### Placed standard cells, run 1

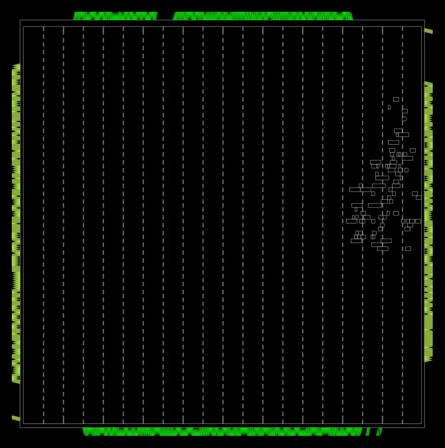
### Pin placement, run 1

Pins as bars across the die edge, other pins in grey.
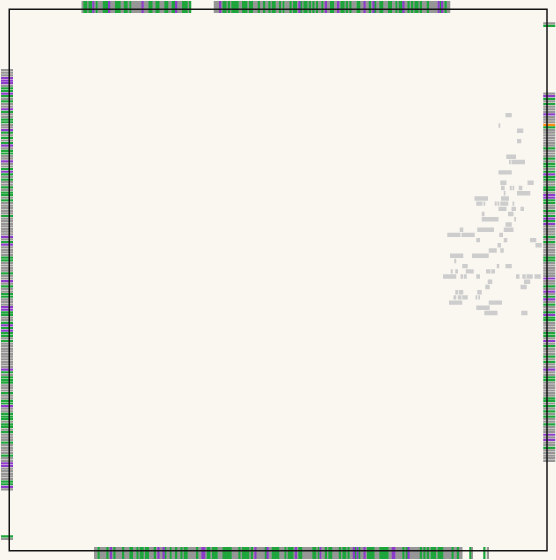
### Clock wires, drivers and flops, run 1

The bar under the picture is 100 µm long.
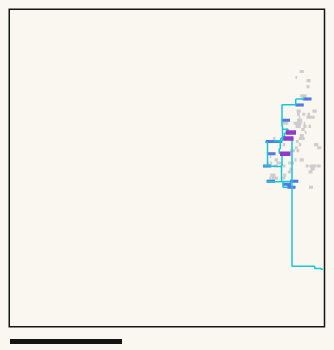
==> config.mk <==
export PLATFORM = sky130hd
export DESIGN_NAME = image_mem_arb_flat
export DESIGN_NICKNAME = d
export VERILOG_FILES = /design/src/rtl/image_mem_arb_if.sv /design/src/rtl/image_mem_arb.sv /design/src/flat_wrapper.sv
export SDC_FILE = /design/constraint.sdc
export NUM_CORES = 1
export LEC_CHECK = 0
export ABC_CLOCK_PERIOD_IN_PS = 4600
export CORE_AREA = 2 2 278 280
export DETAILED_ROUTE_END_ITERATION = 8
export DIE_AREA = 0 0 280 282
export PLACE_DENSITY_LB_ADDON = 0.15
export SYNTH_ARGS = -nofsm -noshare
export SYNTH_HDL_FRONTEND = slang
export SYNTH_SLANG_ARGS = --single-unit
==> constraint.sdc <==
create_clock -name clk -period 4.6 [get_ports clk]
set_clock_uncertainty 0.2 [all_clocks]
set_input_delay 0.46 -clock clk [delete_from_list [all_inputs] [get_ports clk]]
set_output_delay 0.46 -clock clk [all_outputs]
set_load 0.01 [all_outputs]
==> results.txt <==
This memo summarizes the results of the implementation run.

Synthesis
The async set-or-reset flop fraction in the synthesized netlist is 0. Sorting the synthesized cells by area gives the leading types as sky130_fd_sc_hd__buf_4 82%, sky130_fd_sc_hd__dfxtp_1 6.8%, sky130_fd_sc_hd__ha_1 1.5%. The sequential fraction of the synthesis area is 0.0678. The number of cells produced by synthesis is 418. For this run, the leading register cell type out of synthesis is sky130_fd_sc_hd__dfxtp_1. The synthesis area per yosys is 3250 µm². The post-synth design cell area is 3250 µm².

The synthesis report lists the Yosys warning total as 0. Ranked by instance count, the synthesized netlist is headed by 353 x sky130_fd_sc_hd__buf_4, 11 x sky130_fd_sc_hd__dfxtp_1, 9 x sky130_fd_sc_hd__nor2_1, 5 x sky130_fd_sc_hd__inv_1, 5 x sky130_fd_sc_hd__nand2b_1. The number of nets in the synthesized netlist is 780. The synthesized netlist contains 29 unique library cells. Sorting the Yosys area breakdown by cell type puts at the top sky130_fd_sc_hd__buf_4. The number of enable flip-flop cells is 0. In the post-synthesis netlist, the cell with the most instances is sky130_fd_sc_hd__buf_4.

STA
The transition time recorded at the tightest slew-check pin is 0.386 ns. The number of pins with negative max-slew slack in the final report is 0. In this run the tightest slew margin relative to its limit is 0.742. Based on the critical path, the design can be clocked at up to 346 MHz.

Setup repair after global routing left no endpoint under its margin. The minimum clock period is 2.89 ns. The worst hold margin is 0.238 ns. In the final report, the number of hold violations comes to 0.

Setup path
STA lists the maximum fanout along the critical path as 4. The critical path launch point type is a flop. The cell repeated most along the worst path is sky130_fd_sc_hd__ha_1.

The setup path with the least slack is of type reg -> out. The kind of capture point of the worst setup path is an output pin. The worst endpoint required time is 3.94 ns. Walking the worst path, the cells encountered are inv_1, ha_1, ha_1, nor2_2, and3_1, clkdlybuf4s50_1. The number of cell instances on the worst register-to-register path is 10.

Clocking
The CTS tree is built. The longest clock path from root to sink contains 2 buffers. The cts-stage hold buffer count is 0.

The number of sinks handled by clock tree synthesis is 11. The number of buffers created by CTS is 3. The report lists the number of cells resized after CTS as 0. Looking at the post-CTS report, the setup buffer insertion count equals 0.

Global routing
The largest net degree at the start of global routing is 17. The via count of the first global-routing pass is 1,310. The first global-routing pass estimated 12,500 µm of wire.

Summed over all routing layers, the global router reports a total usage of 0.0242. The initial antenna violation count came to 0.

Cells and area
The post-layout net count is 444. The repair_antennas step left the layout with diodes totalling 0. The library cell used most frequently in the layout, excluding fill and tap cells, is sky130_fd_sc_hd__clkdlybuf4s50_1.

The flow measured a signed area growth from synthesis to layout of -37.6%. The share of layout cells above drive strength 1 is 0.123.

Pwr
Per the OpenROAD power report, leakage power amounts to 0.351 nW. The total power divided by cell area is 175 nW/µm².

Floorplanning
The area enclosed by the die boundary is 79,000 µm². The cell row count is 101. The area of the core region is 75,700 µm².

717 I/O pins were placed.

Routing
The routed wirelength normalized by instance count is 10.0 µm. The first TritonRoute pass finished after 2 iterations. The initial DRC count is 38. The wire length reported by the detailed router is 10,600 µm.

The average via count per standard cell is 1.06.

Min path
The kind of path behind the tightest hold check is reg -> reg. Counting instances, the worst hold path has a depth of 1.

Job
The max capacitance violation total is 0.

Placed design
The placer's final routability congestion estimate is 0.577.

Status
The flow ran to the end, and the final reports show no timing, DRC or antenna violations.
Notes on 'Placed standard cells' above:
register fraction of the total cell area: 0.109
final cell utilization of the core: 0.0268
final instance count without filler cells: 1,059

Notes on 'Pin placement' above:
Key: rst = orange [pins 1, direction input, edge right]; bus_wr_data = green [pins 256, direction input, edge 82 bottom, 80 top, 52 left, 42 right]; bus_mem_rd_data = purple [pins 64, direction input, edge 21 left, 15 right, 15 bottom, 13 top]
overall die width: 280 µm
die height: 282 µm
# port buffers: 12

Notes on 'Clock wires, drivers and flops' above:
Key: flip-flops = blue [count 11]; clock-net drivers = purple [count 3]; clock wires = cyan [length 360 µm]
There are 4 routed clock nets.
clock network power share: 0.462
power of the clock network: 0.164 mW
Late-Pin Clk Latency: 0.24 ns

-- run 1: stage by stage --
stage / power, mW / instance area (µm²) / cells / worst slack [ns] / util
after floorplan: 0.470 / 3250 / 418 / 2.30 / -
after global placement: 0.200 / 1950 / 1055 / 1.78 / 0.0257
after detailed placement: 0.196 / 1950 / 1055 / 1.83 / 0.0257
after CTS: 0.365 / 2030 / 1059 / 1.67 / 0.0268
after global routing: 0.379 / 2030 / 1059 / 1.54 / 0.0268
final: 0.354 / 2030 / 1059 / 1.71 / 0.0268
-- run 1: cell type report --
cell class,instances,area [µm²]
fill,8983,73700
tap,978,1220
multi-input combinational,48,355
sequential,11,220
timing repair buffer,13,128
clock buffer,3,75.1
inverter,5,18.8
clock inverter,1,5.00
-- run 1: critical path, delay by kind of cell (launching register included) --
family,cells,cell delay [ns]
flops,1,0.40
simple gates,2,0.49
buf+inv,2,0.65
fa+ha+maj,2,0.46
-- run 1: kinds of logic (layout without fill, tap and decap cells) --
logic type               after synthesis  in the layout  synth area share
adder cells (fa/ha/maj)                5              5            0.0216
AND-OR/OR-AND                         11             11            0.0273
flip-flops                            11             11            0.0678
multiplexers                           3              3            0.0108
AND/OR/NAND/NOR                       29             29            0.0497
buffers and inverters                359             22             0.823
-- run 1: per-layer routing --
metal	up-vias	track usage	part of all wire
met2	304	0.0218	0.30
li1	256	-	-
met1	396	0.0128	0.19
met3	162	0.0279	0.27
met5	-	0.00122	0
met4	0	0.0598	0.24
-- run 1: power by group --
| group | leakage (nW) | switching [mW] | internal, mW |
|---|---|---|---|
| clock | 0.0409 | 0.0482 | 0.116 |
| combinational | 0.221 | 0.0408 | 0.0429 |
| sequential | 0.0894 | 0.00548 | 0.101 |
| total | 0.351 | 0.0944 | 0.260 |
Power figures rest on the tool's default switching activity, not on a simulated workload.
